<file path="config.mk">
export PLATFORM = sky130hd
export DESIGN_NAME = mult_seq_ctrl_flat
export DESIGN_NICKNAME = d
export VERILOG_FILES = /design/src/rtl/mult_seq_ctrl_if.sv /design/src/rtl/mult_seq_ctrl.sv /design/src/flat_wrapper.sv
export SDC_FILE = /design/constraint.sdc
export NUM_CORES = 1
export LEC_CHECK = 0
export CORE_MARGIN = 4
export CORE_UTILIZATION = 53
export DETAILED_ROUTE_END_ITERATION = 8
export PLACE_DENSITY_LB_ADDON = 0.12
export SLEW_MARGIN = 20
export SYNTH_ARGS = -nofsm -noshare
export SYNTH_HDL_FRONTEND = slang
export SYNTH_SLANG_ARGS = --single-unit
</file>
<file path="constraint.sdc">
create_clock -name clk -period 1.8 [get_ports clk]
set_input_delay 0.36 -clock clk [delete_from_list [all_inputs] [get_ports clk]]
set_output_delay 0.36 -clock clk [all_outputs]
set_load 0.005 [all_outputs]
</file>
<file path="src/rtl/mult_seq_ctrl_if.sv">
// Operand/handshake/result bundle for the successive-addition multiplier.
// The master side issues start/abort and operands; the slave side is the sequencer.
interface mult_seq_ctrl_if #(
    parameter int WIDTH = 4
);
    logic                 start;
    logic                 abort;
    logic [WIDTH-1:0]     din;
    logic                 din_valid;
    logic                 din_ready;
    logic                 busy;
    logic                 done;
    logic [2*WIDTH-1:0]   product;

    modport master (
        output start, abort, din, din_valid,
        input  din_ready, busy, done, product
    );

    modport slave (
        input  start, abort, din, din_valid,
        output din_ready, busy, done, product
    );
endinterface

</file>
<file path="src/rtl/mult_seq_ctrl.sv">
// Multiply-by-successive-addition sequencer: collects A then B over a shared
// valid/ready bus, adds A into a double-width product B times, pulses done.
module mult_seq_ctrl #(
    parameter int WIDTH = 4
) (
    input  logic           clk,
    input  logic           rst_n,
    mult_seq_ctrl_if.slave bus
);
    localparam int PW = 2 * WIDTH;

    typedef enum logic [2:0] {
        IDLE,
        GET_A,
        GET_B,
        CHECK,
        ADD,
        DONE
    } state_t;

    typedef struct packed {
        logic busy;
        logic din_ready;
        logic done;
    } flags_t;

    // Moore output decode, applied to the state being entered so the flags are registered.
    function automatic flags_t flags_of(input state_t s);
        flags_t f;
        f.busy      = (s == GET_A) || (s == GET_B) || (s == CHECK) || (s == ADD);
        f.din_ready = (s == GET_A) || (s == GET_B);
        f.done      = (s == DONE);
        return f;
    endfunction

    state_t          state;
    logic [WIDTH-1:0] a_q;
    logic [WIDTH-1:0] b_q;
    logic [PW-1:0]    product_q;
    flags_t           flags_q;

    logic             a_zero;
    logic             b_zero;
    logic             b_last;
    logic [PW-1:0]    a_ext;

    assign a_zero = (a_q == '0);
    assign b_zero = (b_q == '0);
    assign b_last = (b_q == WIDTH'(1));
    assign a_ext  = {{WIDTH{1'b0}}, a_q};

    // NOTE: every register here is a plain flop, so all of them take the reset value;
    // there is no array that would justify leaving state unreset.
    always_ff @(posedge clk) begin
        if (!rst_n) begin
            state     <= IDLE;
            a_q       <= '0;
            b_q       <= '0;
            product_q <= '0;
            flags_q   <= '0;
        end else begin
            // NOTE: non-blocking assignments throughout, so every branch reads the
            // pre-edge values of b_q/product_q regardless of statement order.
            case (state)
                IDLE: begin
                    if (!bus.abort && bus.start) begin
                        state     <= GET_A;
                        product_q <= '0;
                        flags_q   <= flags_of(GET_A);
                    end
                end

                GET_A: begin
                    if (bus.abort) begin
                        state     <= IDLE;
                        product_q <= '0;
                        flags_q   <= flags_of(IDLE);
                    end else if (bus.din_valid) begin
                        a_q     <= bus.din;
                        state   <= GET_B;
                        flags_q <= flags_of(GET_B);
                    end
                end

                GET_B: begin
                    if (bus.abort) begin
                        state     <= IDLE;
                        product_q <= '0;
                        flags_q   <= flags_of(IDLE);
                    end else if (bus.din_valid) begin
                        b_q     <= bus.din;
                        state   <= CHECK;
                        flags_q <= flags_of(CHECK);
                    end
                end

                CHECK: begin
                    if (bus.abort) begin
                        state     <= IDLE;
                        product_q <= '0;
                        flags_q   <= flags_of(IDLE);
                    end else if (a_zero || b_zero) begin
                        state   <= DONE;
                        flags_q <= flags_of(DONE);
                    end else begin
                        state   <= ADD;
                        flags_q <= flags_of(ADD);
                    end
                end

                ADD: begin
                    if (bus.abort) begin
                        state     <= IDLE;
                        product_q <= '0;
                        flags_q   <= flags_of(IDLE);
                    end else begin
                        product_q <= product_q + a_ext;
                        b_q       <= b_q - WIDTH'(1);
                        if (b_last) begin
                            state   <= DONE;
                            flags_q <= flags_of(DONE);
                        end
                    end
                end

                DONE: begin
                    state   <= IDLE;
                    flags_q <= flags_of(IDLE);
                end

                default: begin
                    state   <= IDLE;
                    flags_q <= flags_of(IDLE);
                end
            endcase
        end
    end

    assign bus.busy      = flags_q.busy;
    assign bus.din_ready = flags_q.din_ready;
    assign bus.done      = flags_q.done;
    assign bus.product   = product_q;
endmodule

</file>
<file path="src/flat_wrapper.sv">
// flat-port wrapper written by rule: the top's interface ports become plain ports
module mult_seq_ctrl_flat 
#(
    parameter int WIDTH = 4
)
  (clk, rst_n, bus_start, bus_abort, bus_din, bus_din_valid, bus_din_ready, bus_busy, bus_done, bus_product);
  mult_seq_ctrl_if #(.WIDTH(WIDTH)) bus_i ();
  input  logic clk;
  input  logic rst_n;
  input wire logic [$bits(bus_i.start)-1:0] bus_start;
  input wire logic [$bits(bus_i.abort)-1:0] bus_abort;
  input wire logic [$bits(bus_i.din)-1:0] bus_din;
  input wire logic [$bits(bus_i.din_valid)-1:0] bus_din_valid;
  output wire logic [$bits(bus_i.din_ready)-1:0] bus_din_ready;
  output wire logic [$bits(bus_i.busy)-1:0] bus_busy;
  output wire logic [$bits(bus_i.done)-1:0] bus_done;
  output wire logic [$bits(bus_i.product)-1:0] bus_product;
  assign bus_i.start = bus_start;
  assign bus_i.abort = bus_abort;
  assign bus_i.din = bus_din;
  assign bus_i.din_valid = bus_din_valid;
  assign bus_din_ready = bus_i.din_ready;
  assign bus_busy = bus_i.busy;
  assign bus_done = bus_i.done;
  assign bus_product = bus_i.product;
  mult_seq_ctrl #(.WIDTH(WIDTH)) u_core (.clk(clk), .rst_n(rst_n), .bus(bus_i));
endmodule
</file>
**Run 1: wiring by layer**

Drawn at 6 px/um. Only two layers are drawn.
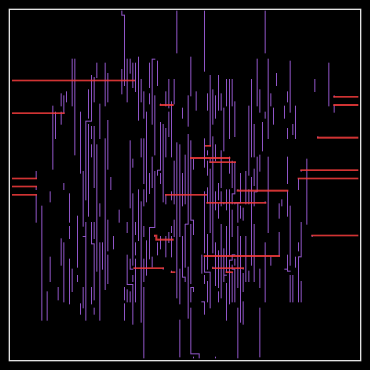
Key: purple = M2 [wire length 1460 um]; red = M3 [wire length 147 um]

**Run 1: gate-type map**

Drawn at 6 px/um.
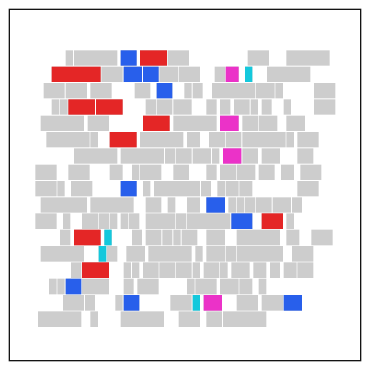
Key: magenta = and/or cells [cells 4]; red = fa/ha/maj cells [cells 9]; blue = non-inverting ao/oa cells [cells 10]; cyan = inv cells [cells 4]

==> results.yml, run 1 <==
# synthesis and place-and-route metrics
outcome:
  status: "finished clean"
setup_path:
  crit_fanout: 3
  cp.buffers_inverters: 0
  crit_end: "u_core.bus.product[6]$_SDFFE_PN0P_"
logic_synthesis:
  yosysMostFrequentCell: "nor2_1"
  simple_gate_area_share_pct: 21.1
  yosysChipArea_um2: 1340
global_route:
  grt_max_degree: 16
  grt_usage_pct: 18.8
  grt_util_met1_pct: 21.9
finish:
  nets: 200
  clkCellAreaFrac_pct: 2.22
sta:
  finalClockPeriodUsage_pct: 92.6
route:
  via_count: 1222
  highest-signal-layer: "met4"
pwr:
  totalPowerFinal_mw: 0.973
  powerSeq_mw: 0.522
  swShare_pct: 26.3
  switchingPower_mw: 0.256
placement:
  place_area_um2: 1590
die:
  io_pins: 20
worst_hold_path:
  whs_endpoint: "u_core.bus.busy$_SDFFE_PN0P_"
**Run 1: layout detail**

Region (14, 14) to (44, 44) um. Cells in grey, sequential cells in the stronger grey; small squares are vias.
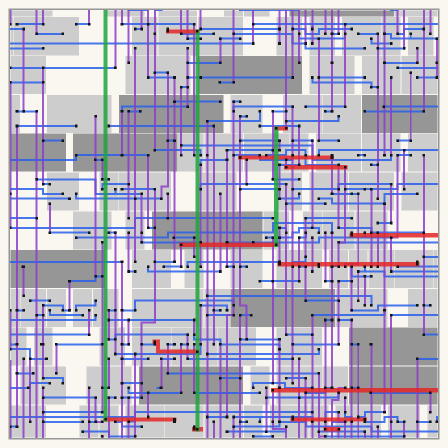
Key: blue = M1; purple = M2; red = M3; green = M4
91 logic cells have their middle in the window. Sequential cells in the window: 11. Netlist names of flops here include `u_core.bus.product` (3), `u_core.state` (3), `u_core.a_q` (2). Most frequent: nor2_1 (11), buf_4 (9), dfxtp_1 (9).

==> run 1 -> run 2 <==
- CELL_PAD_IN_SITES_DETAIL_PLACEMENT: default -> 1
- CELL_PAD_IN_SITES_GLOBAL_PLACEMENT: default -> 2
- CORE_UTILIZATION: 53 -> 37
- DONT_BUFFER_PORTS: default -> 1
**Run 2: wire density map**

Drawn at 4 px/um. 14 x 14 tiles, from dark purple (low) to yellow (high), scaled to the fullest tile. Values are wire area over tile area, all layers added.
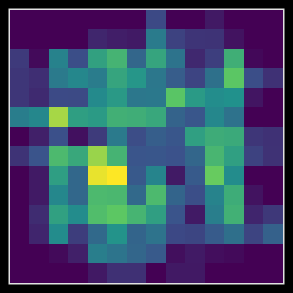
20% of the tiles are over half the peak. The fullest tile reaches 0.37. The mean over all tiles is 0.10. 22% of the tiles are nearly empty. The densest ninth of the die: middle.

==> results.yml, run 2 <==
# synthesis and place-and-route metrics
finish:
  nets: 178
  buf_share_pct: 4.17
  seq_cells: 22
  layout.cells.most_common: "nor2_1"
  num-nonclk-inverters: 4
  clkCellAreaFrac_pct: 2.52
  flop_area_um2: 442
  mi_logic_area_um2: 828
setup_path:
  rr_endpoint: "u_core.bus.product[4]$_SDFFE_PN0P_"
  cp.buffers_inverters: 0
  start_kind: "flip-flop"
  crit_fanout: 8
  crit_end: "u_core.bus.product[4]$_SDFFE_PN0P_"
  slowest_delay_ns: 0.52
logic_synthesis:
  ys_cells: 157
  ys_sh_mux_pct: 6.71
  syn-mean-instance-area_um2: 8.55
  yosysChipArea_um2: 1340
  syn_inst: 157
  yosysMostFrequentCell: "nor2_1"
  simple_gate_area_share_pct: 21.1
  top_cells_by_area: "dfxtp_1, mux2i_1, nor2_1"
  top_logic_kind: "AND-OR/OR-AND gates"
worst_hold_path:
  whs_endpoint: "u_core.bus.din_ready$_SDFFE_PN0P_"
sta:
  finalClockPeriodUsage_pct: 92.5
  hold_slack_ns: 0.180
  finalSetupTns_ns: 0
route:
  via_count: 1128
  via_per_inst: 5.48
  highest-signal-layer: "met4"
  firstDrtPassIters: 3
pwr:
  swShare_pct: 26.2
  switchingPower_mw: 0.245
  powerSeq_mw: 0.518
  totalPowerFinal_mw: 0.932
die:
  io_pins: 20
global_route:
  grt_max_degree: 14
  grt.busiest_layer: "met2"
  grt_util_met1_pct: 20.2
  grt_usage_pct: 15.9
outcome:
  status: "finished clean"
placement:
  place_area_um2: 1400
**Run 2: layout detail**

Region (19, 19) to (49, 49) um. Cells in grey, sequential cells in the stronger grey; small squares are vias.
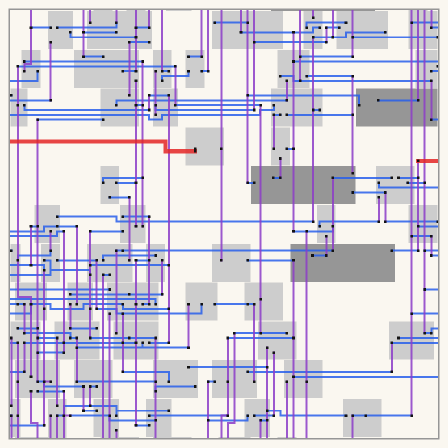
Key: blue = M1; purple = M2; red = M3
Netlist names of flops here include `u_core.bus.product` (2), `u_core.a_q` (1). 51 logic cells have their middle in the window. Sequential cells in the window: 3. Most frequent: nor2_1 (10), buf_4 (4).

Power figures rest on the tool's default switching activity, not on a simulated workload.
